--- src/rtl/opb_stage.sv ---
// Operand-B stage: resolves rs2 through the forwarding network, selects operand B,
// stalls on load-use hazards and registers the result behind a 2-entry skid buffer.
`timescale 1ns/1ps
module opb_stage #(
  parameter int XLEN    = 32,
  parameter int NUM_FWD = 2
) (
  input  logic                    i_clk,
  input  logic                    i_rst_n,
  input  logic                    i_flush,
  input  logic                    i_valid,
  output logic                    o_ready,
  input  logic [1:0]              i_opb_sel,
  input  logic                    i_need_rs2,
  input  logic [4:0]              i_rs2_addr,
  input  logic [XLEN-1:0]         i_rs2_data,
  input  logic [XLEN-1:0]         i_imm,
  input  logic [NUM_FWD-1:0]      i_fwd_valid,
  input  logic [NUM_FWD-1:0]      i_fwd_pending,
  input  logic [5*NUM_FWD-1:0]    i_fwd_rd,
  input  logic [XLEN*NUM_FWD-1:0] i_fwd_data,
  output logic                    o_valid,
  input  logic                    i_ready,
  output logic [XLEN-1:0]         o_operand_b,
  output logic [XLEN-1:0]         o_store_data,
  output logic                    o_hazard
);

  function automatic logic [XLEN-1:0] sel_opb(input logic [1:0] sel,
                                              input logic [XLEN-1:0] rs2,
                                              input logic [XLEN-1:0] imm);
    sel_opb = '0;
    case (sel)
      2'd0:    sel_opb = rs2;
      2'd1:    sel_opb = imm;
      2'd2:    sel_opb[2] = 1'b1;
      default: sel_opb = '0;
    endcase
  endfunction

  logic [XLEN-1:0] rs2_p0;
  logic [XLEN-1:0] opb_p0;
  logic            win_pend_p0;
  logic            accept_p0;
  logic            load_out;

  logic            vld_p1;
  logic [XLEN-1:0] opb_p1;
  logic [XLEN-1:0] store_p1;
  logic            skid_vld_p1;
  logic [XLEN-1:0] skid_opb_p1;
  logic [XLEN-1:0] skid_store_p1;

  // Stage p0: forwarding resolution, hazard detection and operand selection.
  always_comb begin
    rs2_p0      = i_rs2_data;
    win_pend_p0 = 1'b0;
    // Walk from lowest priority up so the youngest matching source overrides.
    for (int k = NUM_FWD - 1; k >= 0; k--) begin
      if (i_fwd_valid[k] && (i_fwd_rd[5*k +: 5] == i_rs2_addr)) begin
        rs2_p0      = i_fwd_data[XLEN*k +: XLEN];
        win_pend_p0 = i_fwd_pending[k];
      end
    end
    if (i_rs2_addr == 5'd0) begin
      rs2_p0      = '0;
      win_pend_p0 = 1'b0;
    end
  end

  assign opb_p0    = sel_opb(i_opb_sel, rs2_p0, i_imm);
  assign o_hazard  = i_valid & i_need_rs2 & win_pend_p0;
  assign o_ready   = ~skid_vld_p1;
  assign accept_p0 = i_valid & o_ready & ~o_hazard & ~i_flush;
  assign load_out  = ~vld_p1 | i_ready;

  // Stage p1: output register with skid entry behind it.
  always_ff @(posedge i_clk or negedge i_rst_n) begin
    if (!i_rst_n) begin
      vld_p1        <= 1'b0;
      skid_vld_p1   <= 1'b0;
      opb_p1        <= '0;
      store_p1      <= '0;
      skid_opb_p1   <= '0;
      skid_store_p1 <= '0;
    end else if (i_flush) begin
      vld_p1      <= 1'b0;
      skid_vld_p1 <= 1'b0;
    end else if (load_out) begin
      if (skid_vld_p1) begin
        // o_ready is low here, so no new request competes with the drain.
        opb_p1      <= skid_opb_p1;
        store_p1    <= skid_store_p1;
        vld_p1      <= 1'b1;
        skid_vld_p1 <= 1'b0;
      end else begin
        vld_p1 <= accept_p0;
        if (accept_p0) begin
          opb_p1   <= opb_p0;
          store_p1 <= rs2_p0;
        end
      end
    end else if (accept_p0) begin
      skid_opb_p1   <= opb_p0;
      skid_store_p1 <= rs2_p0;
      skid_vld_p1   <= 1'b1;
    end
  end

  assign o_valid      = vld_p1;
  assign o_operand_b  = opb_p1;
  assign o_store_data = store_p1;

endmodule

--- config.mk ---
export PLATFORM = sky130hd
export DESIGN_NAME = opb_stage
export DESIGN_NICKNAME = d
export VERILOG_FILES = /design/src/rtl/opb_stage.sv
export SDC_FILE = /design/constraint.sdc
export NUM_CORES = 1
export LEC_CHECK = 0
export CAP_MARGIN = 5
export CELL_PAD_IN_SITES_DETAIL_PLACEMENT = 0
export CELL_PAD_IN_SITES_GLOBAL_PLACEMENT = 2
export CORE_MARGIN = 2
export CORE_UTILIZATION = 31
export CTS_BUF_LIST = sky130_fd_sc_hd__clkbuf_8
export DETAILED_ROUTE_END_ITERATION = 8
export GPL_TIMING_DRIVEN = 0
export PLACE_DENSITY_LB_ADDON = 0.12
export REMOVE_ABC_BUFFERS = 1
export SYNTH_ARGS = -nofsm -noshare
export SYNTH_HDL_FRONTEND = slang
export SYNTH_SLANG_ARGS = --single-unit
--- constraint.sdc ---
create_clock -name i_clk -period 2.6 [get_ports i_clk]
set_input_delay 0.52 -clock i_clk [delete_from_list [all_inputs] [get_ports i_clk]]
set_output_delay 0.52 -clock i_clk [all_outputs]
set_load 0.03 [all_outputs]
**Floorplan with the power grid**

Pins as bars on the die edge. Tap cells in gray.
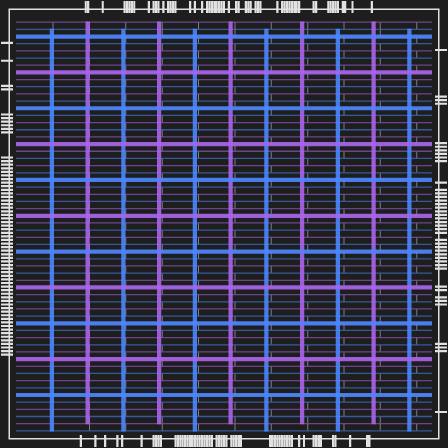
purple -> VDD
blue -> VSS
rows = 57
met4 straps = 11
met5 straps = 11
tap cells = 324
signal pins = 222

**Routed clock nets over the placement**

Bar = 50 um.
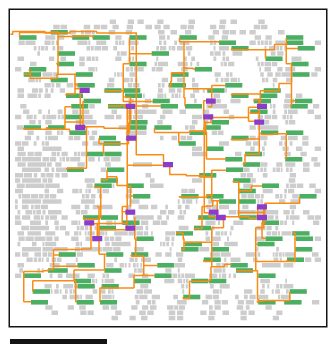
orange -> clock wires  # length 2070 um
purple -> clock-net drivers  # count 17
green -> flip-flops  # count 130
flops lie = all over the die
routed clock nets = 18

**Cells colored by class**

Bar = 50 um.
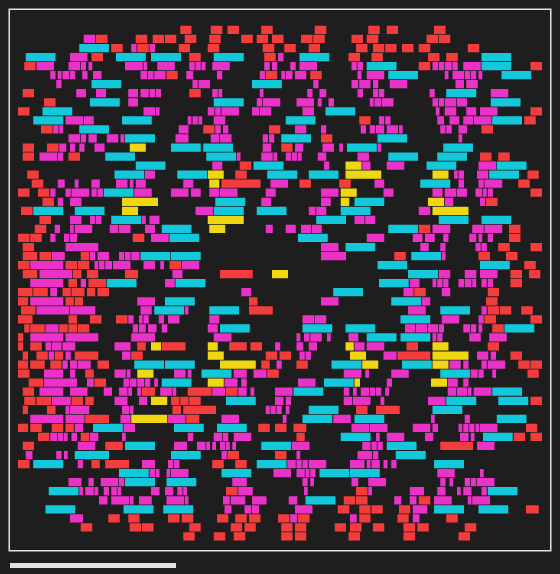
cyan -> registers  # cells 130, share of their area 30%
magenta -> remaining logic cells  # cells 552, share of their area 41%
yellow -> clock drivers and dummy loads  # cells 31, share of their area 4.6%
red -> remaining buffers and delay cells  # cells 264, share of their area 25%

**Logic cells by family**

Bar = 50 um.
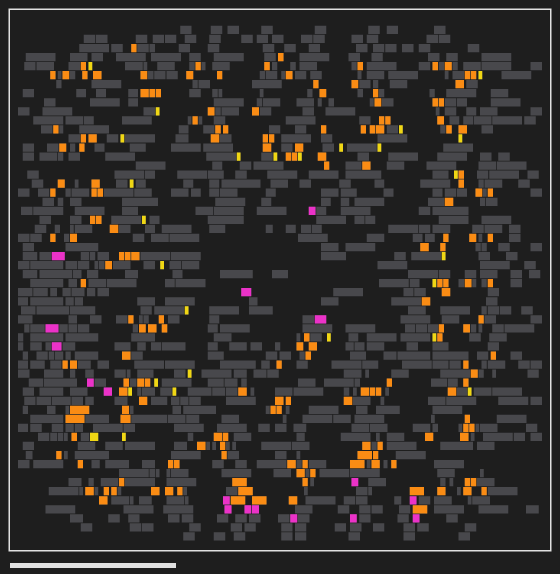
yellow -> inv cells  # cells 27, most used inv_1
orange -> aoi and oai cells  # cells 177, most used a21oi_1, where all over the die
magenta -> and/or cells  # cells 17, most used and3_1

**Clock routing**

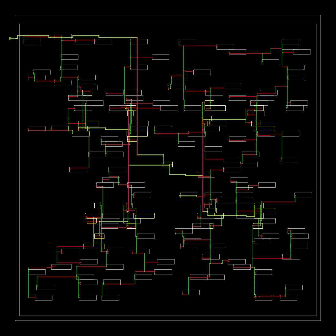
Clock Latency Late Sink: 440 ps
skew final: 13.9 ps
clock buffer count: 18
cts bufs inserted: 17

==> metrics.cfg <==
[logic_synthesis]
ys_warn_count = 0
syn-mean-instance-area_um2 = 10.5
async_reset_ff_share_pct = 100
syn_area_um2 = 7780
edf_count = 0
syn_inst = 741
yosysChipArea_um2 = 7780
ys_cells = 741
ys_types = 46
numSynthFlops = 130
ys_seq_share_pct = 41.8

[clock_tree]
hold_buffers = 0
clock-root-buffer = clkbuf_8
cts_buffer_depth = 2
htreeDepth = 4
cts.sinks = 130
clk_pin_slew_worst_paths_ps = 90
cts_tree = built

[final_timing]
maxSlewViolCount = 0
timing.hold.ws_ps = 93.7
period_needed_ps = 2450
fmax_ghz = 0.409
relSlewSlack_pct = 48.6
finalHoldViolCount = 0
tightest_slew_ps = 766
post-route-period-util_pct = 94.1

[placed_design]
place.gp.congestion = 0.778
dpl_worst_slack_ps = -2290
place_hpwl_um = 17800
place_area_um2 = 10300
port-buffer-count = 221

[drt]
highest_layer = met4
wl_um = 30900
dr_total_vias = 7240
dr.pass1.iters = 5
wl_met1_um = 13800
dr_wl_met2_um = 14800
drt_iter0_drc = 476
drc = 0
wl_per_cell_um = 23.7
vias_per_cell = 5.56

[pwr]
peakVddDrop_mv = 0.305
leakage_uw = 0.00507
powerDensity_nw_per_um2 = 649

[global_route]
grt_pass1_vias = 7537
grt_pass1_wl_um = 45700
busiest_layer = met2
grt_overflow_total = 0
grt_use_met1_pct = 30.6
antenna_found_initial = 3
use_met2_pct = 38.6
grt_use_total_pct = 23.1

[outcome]
status = finished, final reports clean

[job]
maxCapViolCount = 0
log.warning_count = 26

[critical_path]
r2r-start = skid_vld_p1
crit_start = i_fwd_rd[1]
path_class = in2out
start_kind = input port
cp.required_ps = 2080
crit_fanout = 13
crit_arrival_ps = 1930

[die]
fp-utilization_pct = 31.8
die_area_um2 = 26400
io_pins = 222
die_width_um = 162
rows = 57
die_h_um = 162

[finish]
seq_area_um2 = 3260
area_growth_pct = 47.0
mi_logic_area_um2 = 4400
nFillCells = 2291
nets = 1120
utilization_pct = 46.7

[worst_hold_path]
hold_class = in2async

## repair_timing
action / CTS / global route
cloned: 6 / 1
pin swaps: 16 / 10
setup buffers: 21 / 7
gates resized: 55 / 28
endpoints found under the setup margin: 132 / 101
hold endpoints to repair: 0 / 0
## cells in the mapped netlist (2+ instances only)
master | count | area, um^2
dfrtp_1 | 130 | 3250
mux2_4 | 73 | 1100
a21oi_1 | 54 | 270
a22o_1 | 45 | 394
nand2_1 | 44 | 165
o21ai_0 | 38 | 190
nor3_1 | 36 | 180
clkbuf_1 | 34 | 128
inv_1 | 27 | 101
nor2_1 | 26 | 97.6
a31oi_1 | 25 | 156
nand3_1 | 25 | 125
mux2i_1 | 24 | 240
a221o_1 | 22 | 220
a22oi_1 | 21 | 158
buf_2 | 18 | 90.1
o31ai_1 | 18 | 135
and3_1 | 10 | 62.6
a211oi_1 | 8 | 60.1
buf_12 | 7 | 140
o21ai_1 | 7 | 35.0
mux2_2 | 6 | 67.6
buf_6 | 5 | 56.3
xnor2_1 | 4 | 35.0
xnor2_2 | 4 | 65.1
nand2_2 | 3 | 18.8
nor2b_1 | 3 | 18.8
a211oi_2 | 2 | 25.0
mux2_1 | 2 | 22.5
nor2_2 | 2 | 12.5
or2_1 | 2 | 12.5
xor2_1 | 2 | 17.5
## state kept, by name, summed over array words and instances (netlist names)
register       count
o_operand_b       32
skid_opb_p1       32
o_valid            1
skid_store_p1     32
o_store_data      32
skid_vld_p1        1
## report_power, final
| part | internal [uW] | switching [uW] | total, uW |
|---|---|---|---|
| Combinational | 1230 | 1210 | 2450 |
| Sequential | 2480 | 242 | 2720 |
| Clock | 1360 | 893 | 2250 |
## kinds of logic (layout without fill, tap and decap cells)
group | count (synthesis) | in the layout | synth area share [%]
compound gates | 246 | 248 | 21.9
flops | 130 | 130 | 41.8
simple gates | 158 | 162 | 9.78
buf+inv | 92 | 322 | 6.68
mux | 105 | 105 | 18.3
other cells | 0 | 1 | 0
xor+xnor | 10 | 10 | 1.51
## layout by cell type (no fill, tap or decap), types with 26 or more instances in the layout
cell type          n
a21oi_1           54
a22o_1            45
clkdlybuf4s50_1  201
dfrtp_1          129
inv_1             26
mux2_4            73
nand2_1           43
nor3_1            33
o21ai_0           38
## cell type report
class                           count  share of cell area [%]
Clock inverter                     13                    2.24
Inverter                           27                   0.919
Antenna cell                        1                  0.0219
Timing Repair Buffer              264                    24.2
Clock buffer                       18                    2.17
Sequential cell                   130                    28.5
Tap cell                          324                    3.55
Multi-Input combinational cell    525                    38.5
## per-stage QoR
stage	setup TNS (ps)	std cells
finish	0	1302
floorplan	-345200	676
detailed placement	-254080	1235
CTS	-192	1293
global placement	-1346080	1221
global route	0	1302
## path summary, 6_finish.rpt
path	to	slack [ps]	depth (start not counted)
max	o_hazard	150	7
min	o_operand_b[28]	90	1
max reg2reg	o_operand_b[31]	190	7
min reg2reg	o_store_data[24]	490	1
max in group asynchronous	o_store_data[31]	1730	2
min in group i_clk	o_store_data[24]	490	1
## critical path, stage by stage
cell	delay (ps)
dlygate4sd2_1	290
xnor2_4	260
nand2_8	170
or2_4	330
a21oi_4	130
nor2_1	50
buf_4	160
